## src/rtl/regfile_mp_if.sv

```systemverilog
// Register-file port bundle: read ports, two write ports, issue strobe and
// scoreboard outputs. The core drives through master, regfile_mp sits on slave.
interface regfile_mp_if #(
    parameter int DW  = 32,
    parameter int AW  = 5,
    parameter int NRD = 2
);
    logic [NRD*AW-1:0] rd_addr;
    logic [NRD*DW-1:0] rd_data;
    logic [NRD-1:0]    rd_busy;
    logic              wa_en;
    logic [AW-1:0]     wa_addr;
    logic [DW-1:0]     wa_data;
    logic              wb_en;
    logic [AW-1:0]     wb_addr;
    logic [DW-1:0]     wb_data;
    logic              iss_en;
    logic [AW-1:0]     iss_addr;
    logic [31:0]       pc_a;
    logic [31:0]       pc_b;
    logic [AW:0]       busy_cnt;

    modport master (
        output rd_addr, wa_en, wa_addr, wa_data, wb_en, wb_addr, wb_data,
               iss_en, iss_addr, pc_a, pc_b,
        input  rd_data, rd_busy, busy_cnt
    );

    modport slave (
        input  rd_addr, wa_en, wa_addr, wa_data, wb_en, wb_addr, wb_data,
               iss_en, iss_addr, pc_a, pc_b,
        output rd_data, rd_busy, busy_cnt
    );
endinterface

```

## src/rtl/regfile_mp.sv

```systemverilog
// Multi-port register file with write-through bypass, zero register and busy
// scoreboard. Define REGFILE_TRACE_EN to print a line for every effective write.
module regfile_mp #(
    parameter int DW  = 32,
    parameter int AW  = 5,
    parameter int NRD = 2
) (
    input  logic         clk,
    input  logic         reset,
    regfile_mp_if.slave  bus
);
    localparam int DEPTH = 2**AW;
    localparam int CW    = AW + 1;

    logic [DW-1:0]    mem_q [DEPTH];
    logic [DW-1:0]    mem_d [DEPTH];
    logic [DEPTH-1:0] busy_q, busy_d;
    logic [CW-1:0]    busy_cnt_q, busy_cnt_d;
    logic             wa_eff, wb_eff, iss_eff;

    assign wa_eff  = bus.wa_en  && (bus.wa_addr  != '0);
    assign wb_eff  = bus.wb_en  && (bus.wb_addr  != '0);
    assign iss_eff = bus.iss_en && (bus.iss_addr != '0);

    // B is applied after A so it wins a same-address conflict; the issue set
    // is applied last so a new producer supersedes a completing one.
    always_comb begin
        mem_d  = mem_q;
        busy_d = busy_q;
        if (wa_eff) begin
            mem_d[bus.wa_addr]  = bus.wa_data;
            busy_d[bus.wa_addr] = 1'b0;
        end
        if (wb_eff) begin
            mem_d[bus.wb_addr]  = bus.wb_data;
            busy_d[bus.wb_addr] = 1'b0;
        end
        if (iss_eff) begin
            busy_d[bus.iss_addr] = 1'b1;
        end
        if (reset) begin
            mem_d  = '{default: '0};
            busy_d = '0;
        end
    end

    always_comb begin
        busy_cnt_d = CW'($countones(busy_d));
    end

    always_ff @(posedge clk) begin
        mem_q      <= mem_d;
        busy_q     <= busy_d;
        busy_cnt_q <= busy_cnt_d;
    end

    assign bus.busy_cnt = busy_cnt_q;

    for (genvar k = 0; k < NRD; k++) begin : g_rd
        logic [AW-1:0] addr;
        logic [DW-1:0] word;
        logic          wa_hit, wb_hit, iss_hit;

        assign addr    = bus.rd_addr[k*AW +: AW];
        assign wa_hit  = wa_eff  && (bus.wa_addr  == addr);
        assign wb_hit  = wb_eff  && (bus.wb_addr  == addr);
        assign iss_hit = iss_eff && (bus.iss_addr == addr);

        always_comb begin
            if (addr == '0) begin
                word = '0;
            end else if (!reset && wb_hit) begin
                word = bus.wb_data;
            end else if (!reset && wa_hit) begin
                word = bus.wa_data;
            end else begin
                word = mem_q[addr];
            end
        end

        assign bus.rd_data[k*DW +: DW] = word;
        assign bus.rd_busy[k] = busy_q[addr] && !((wa_hit || wb_hit) && !iss_hit);
    end

`ifdef REGFILE_TRACE_EN
    always_ff @(posedge clk) begin
        if (!reset) begin
            if (wa_eff && !(wb_eff && (bus.wb_addr == bus.wa_addr))) begin
                $display("%0t@%h: $%0d <= %h", $time, bus.pc_a, bus.wa_addr, bus.wa_data);
            end
            if (wb_eff) begin
                $display("%0t@%h: $%0d <= %h", $time, bus.pc_b, bus.wb_addr, bus.wb_data);
            end
        end
    end
`else
    logic unused_pc;
    assign unused_pc = ^{bus.pc_a, bus.pc_b};
`endif
endmodule

```

## src/flat_wrapper.sv

```systemverilog
// flat-port wrapper written by rule: the top's interface ports become plain ports
module regfile_mp_flat 
#(
    parameter int DW  = 32,
    parameter int AW  = 5,
    parameter int NRD = 2
)
  (clk, reset, bus_rd_addr, bus_wa_en, bus_wa_addr, bus_wa_data, bus_wb_en, bus_wb_addr, bus_wb_data, bus_iss_en, bus_iss_addr, bus_pc_a, bus_pc_b, bus_rd_data, bus_rd_busy, bus_busy_cnt);
  regfile_mp_if #(.DW(DW), .AW(AW), .NRD(NRD)) bus_i ();
  input  logic clk;
  input  logic reset;
  input wire logic [$bits(bus_i.rd_addr)-1:0] bus_rd_addr;
  input wire logic [$bits(bus_i.wa_en)-1:0] bus_wa_en;
  input wire logic [$bits(bus_i.wa_addr)-1:0] bus_wa_addr;
  input wire logic [$bits(bus_i.wa_data)-1:0] bus_wa_data;
  input wire logic [$bits(bus_i.wb_en)-1:0] bus_wb_en;
  input wire logic [$bits(bus_i.wb_addr)-1:0] bus_wb_addr;
  input wire logic [$bits(bus_i.wb_data)-1:0] bus_wb_data;
  input wire logic [$bits(bus_i.iss_en)-1:0] bus_iss_en;
  input wire logic [$bits(bus_i.iss_addr)-1:0] bus_iss_addr;
  input wire logic [$bits(bus_i.pc_a)-1:0] bus_pc_a;
  input wire logic [$bits(bus_i.pc_b)-1:0] bus_pc_b;
  output wire logic [$bits(bus_i.rd_data)-1:0] bus_rd_data;
  output wire logic [$bits(bus_i.rd_busy)-1:0] bus_rd_busy;
  output wire logic [$bits(bus_i.busy_cnt)-1:0] bus_busy_cnt;
  assign bus_i.rd_addr = bus_rd_addr;
  assign bus_i.wa_en = bus_wa_en;
  assign bus_i.wa_addr = bus_wa_addr;
  assign bus_i.wa_data = bus_wa_data;
  assign bus_i.wb_en = bus_wb_en;
  assign bus_i.wb_addr = bus_wb_addr;
  assign bus_i.wb_data = bus_wb_data;
  assign bus_i.iss_en = bus_iss_en;
  assign bus_i.iss_addr = bus_iss_addr;
  assign bus_i.pc_a = bus_pc_a;
  assign bus_i.pc_b = bus_pc_b;
  assign bus_rd_data = bus_i.rd_data;
  assign bus_rd_busy = bus_i.rd_busy;
  assign bus_busy_cnt = bus_i.busy_cnt;
  regfile_mp #(.DW(DW), .AW(AW), .NRD(NRD)) u_core (.clk(clk), .reset(reset), .bus(bus_i));
endmodule
```

## config.mk

```make
export PLATFORM = sky130hd
export DESIGN_NAME = regfile_mp_flat
export DESIGN_NICKNAME = d
export VERILOG_FILES = /design/src/rtl/regfile_mp_if.sv /design/src/rtl/regfile_mp.sv /design/src/flat_wrapper.sv
export SDC_FILE = /design/constraint.sdc
export NUM_CORES = 2
export LEC_CHECK = 0
export CORE_ASPECT_RATIO = 1.1
export CORE_UTILIZATION = 25
export DETAILED_ROUTE_END_ITERATION = 12
export GPL_TIMING_DRIVEN = 0
export HOLD_SLACK_MARGIN = 0.05
export PLACE_DENSITY = 0.38
export SYNTH_ARGS = -nofsm -noshare
export SYNTH_HDL_FRONTEND = slang
export SYNTH_SLANG_ARGS = --single-unit
```

## constraint.sdc

```tcl
create_clock -name clk -period 12.34 [get_ports clk]
set_input_delay 3.702 -clock clk [delete_from_list [all_inputs] [get_ports clk]]
set_output_delay 3.702 -clock clk [all_outputs]
set_load 0.005 [all_outputs]
```

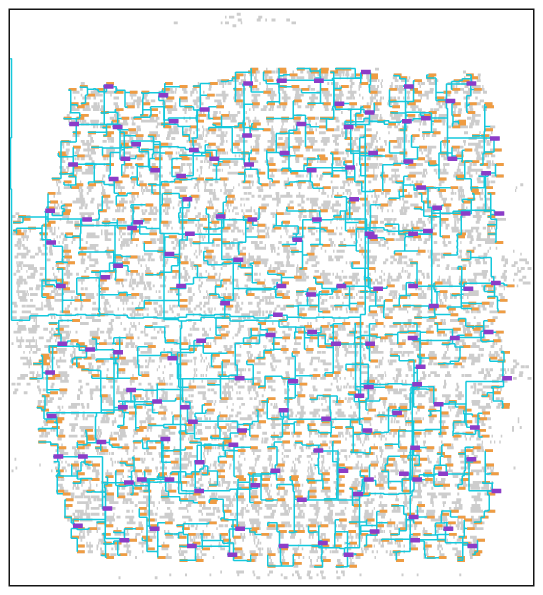
(clock wires, drivers and flops)
- flip-flops: orange (count 1062)
- clock wires: cyan (length 20.2 mm)
- clock-net drivers: purple (count 144)
- routed clock nets: 145

==> flow_summary.ini <==
; generated from flow reports
[yosys]
flop_cell = dfxtp_1
synth_area_mm2 = 0.06607
postSynthSeqShare = 0.3218
synthArstFlopShare = 0
largest_area_cell = dfxtp_1
ys_warn_count = 0

[power_and_ir_drop]
power-per-cell-area_mw_per_mm2 = 119.7

[cells_and_area]
final_util = 0.2902
lay_top_cells = nor2_1 (1174), mux2i_1 (1172), dfxtp_1 (1062)
drive_gt1_frac = 0.1050
fill_cells = 28053

[detailed_routing]
detailedRoute.firstPassIterationCount = 12
drc_errors = 20

[run_status]
status = finished with violations
failed_checks = design-rule violations, max-capacitance violations, max-slew violations, negative setup slack

[flow_run]
max_cap_viol_count = 9

[cts]
clkTransAtPathRegs_ns = 0.06
cts_tree = done
cts_num_sinks = 1062
htreeDepth = 4
cts_buffers = 144

[final_timing]
timing.setup.tns_ns = -1.127
rsz0062_at_grt = no
finalHoldViolCount = 0
relSlewSlack = -0.06817
setup_ws_ns = -0.3474
slew_violations = 39
worst_pin_slew_ns = 1.596
setup_viol = 9

[floorplan]
rows = 197
initCoreUtil = 0.2519
chipArea_mm2 = 0.2663
ioPinCount = 230
core_mm2 = 0.2623
die_x_um = 492.1

[global_route]
grt_start_max_net_pins = 17
grt_pass1_vias = 61689

[setup_path]
crit_arrival_ns = 8.99

[place]
place_congestion = 0.9867
hpwl_um = 334100
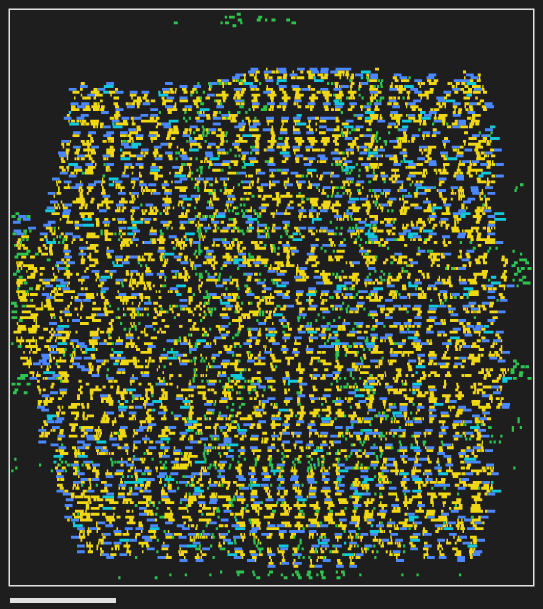
(cells coloured by class)
The bar under the picture is 100 um long.
- remaining logic cells: yellow (cells 5202; share of their area 57%)
- clock drivers and dummy loads: cyan (cells 252; share of their area 6.5%)
- remaining buffers and delay cells: green (cells 1097; share of their area 7.2%)
- sequential cells: blue (cells 1062; share of their area 30%)

[registers in the layout (all words and copies together) (netlist names)]
signal,count
u_core.bus.busy_cnt,6
u_core.mem_q,1024
u_core.busy_q,32
[cells by family (layout without fill, tap and decap cells)]
group	Yosys count	in the layout
buf+inv	1062	1409
simple gates	1983	1983
compound gates	1592	1592
mux	1483	1483
other cells	0	22
fa+ha+maj	50	50
flops	1062	1062
xor+xnor	34	34
[worst paths after layout]
check	to	cells past startpoint	startpoint	slack [ns]
min reg2reg	u_core.mem_q[1022]	1	u_core.mem_q[1022]	0.48
min	u_core.mem_q[1022]	1	u_core.mem_q[1022]	0.48
max reg2reg	u_core.bus.busy_cnt[5]	14	u_core.busy_q[25]	7.50
max	bus_rd_data[52]	10	bus_rd_addr[9]	-0.35
[layout make-up]
class                           count  area (um2)  share of cell area
Tap cell                         3482        4357             0.05724
Buffer                           1002        4219             0.05543
Inverter                           60       225.2            0.002959
Clock inverter                     31       406.6            0.005343
Clock buffer                      221        4245             0.05578
Sequential cell                  1062       21260              0.2793
Timing Repair Buffer               95       930.9             0.01223
Multi-Input combinational cell   5142       40410              0.5309
Antenna cell                       22       55.05           0.0007233
[power by group]
part	switching (mW)	total, mW	internal [mW]
Sequential	0.0612	3.56	3.50
Combinational	0.891	1.21	0.322
Clock	1.85	4.34	2.49
[synthesized netlist by cell type, types with 32 or more instances]
| library cell | n |
|---|---|
| mux4_2 | 307 |
| dfxtp_1 | 1062 |
| a2111oi_0 | 32 |
| a22o_1 | 60 |
| nor2_1 | 1176 |
| nand3_1 | 280 |
| nor3b_1 | 36 |
| buf_2 | 171 |
| nor2b_1 | 114 |
| o22ai_1 | 125 |
| inv_1 | 60 |
| nand2_1 | 290 |
| a311oi_1 | 221 |
| buf_1 | 66 |
| a22oi_1 | 65 |
| a211oi_1 | 834 |
| a31oi_1 | 32 |
| a21oi_1 | 62 |
| clkbuf_1 | 696 |
| o211ai_1 | 32 |
| mux2i_1 | 1172 |
| a221oi_1 | 60 |
[metal layers]
metal  GRT usage  up-vias  share of wire
li1            -    27629              -
met1      0.3803    33565           0.41
met2      0.4638     3622           0.44
met3     0.04626      904          0.068
met4      0.2165       14          0.081
met5           0        -        0.00025
[worst max-delay path, stage by stage]
cell and delay [ns]:
buf_2 0.27, buf_2 0.39, nand2_1 0.93, clkbuf_1 0.52, a211oi_1 0.10, a2111oi_0 1.32
a31oi_1 0.55, nand3_1 0.20, a22o_1 0.38, clkdlybuf4s50_1 0.58
Power is estimated from default activity; no workload was simulated.
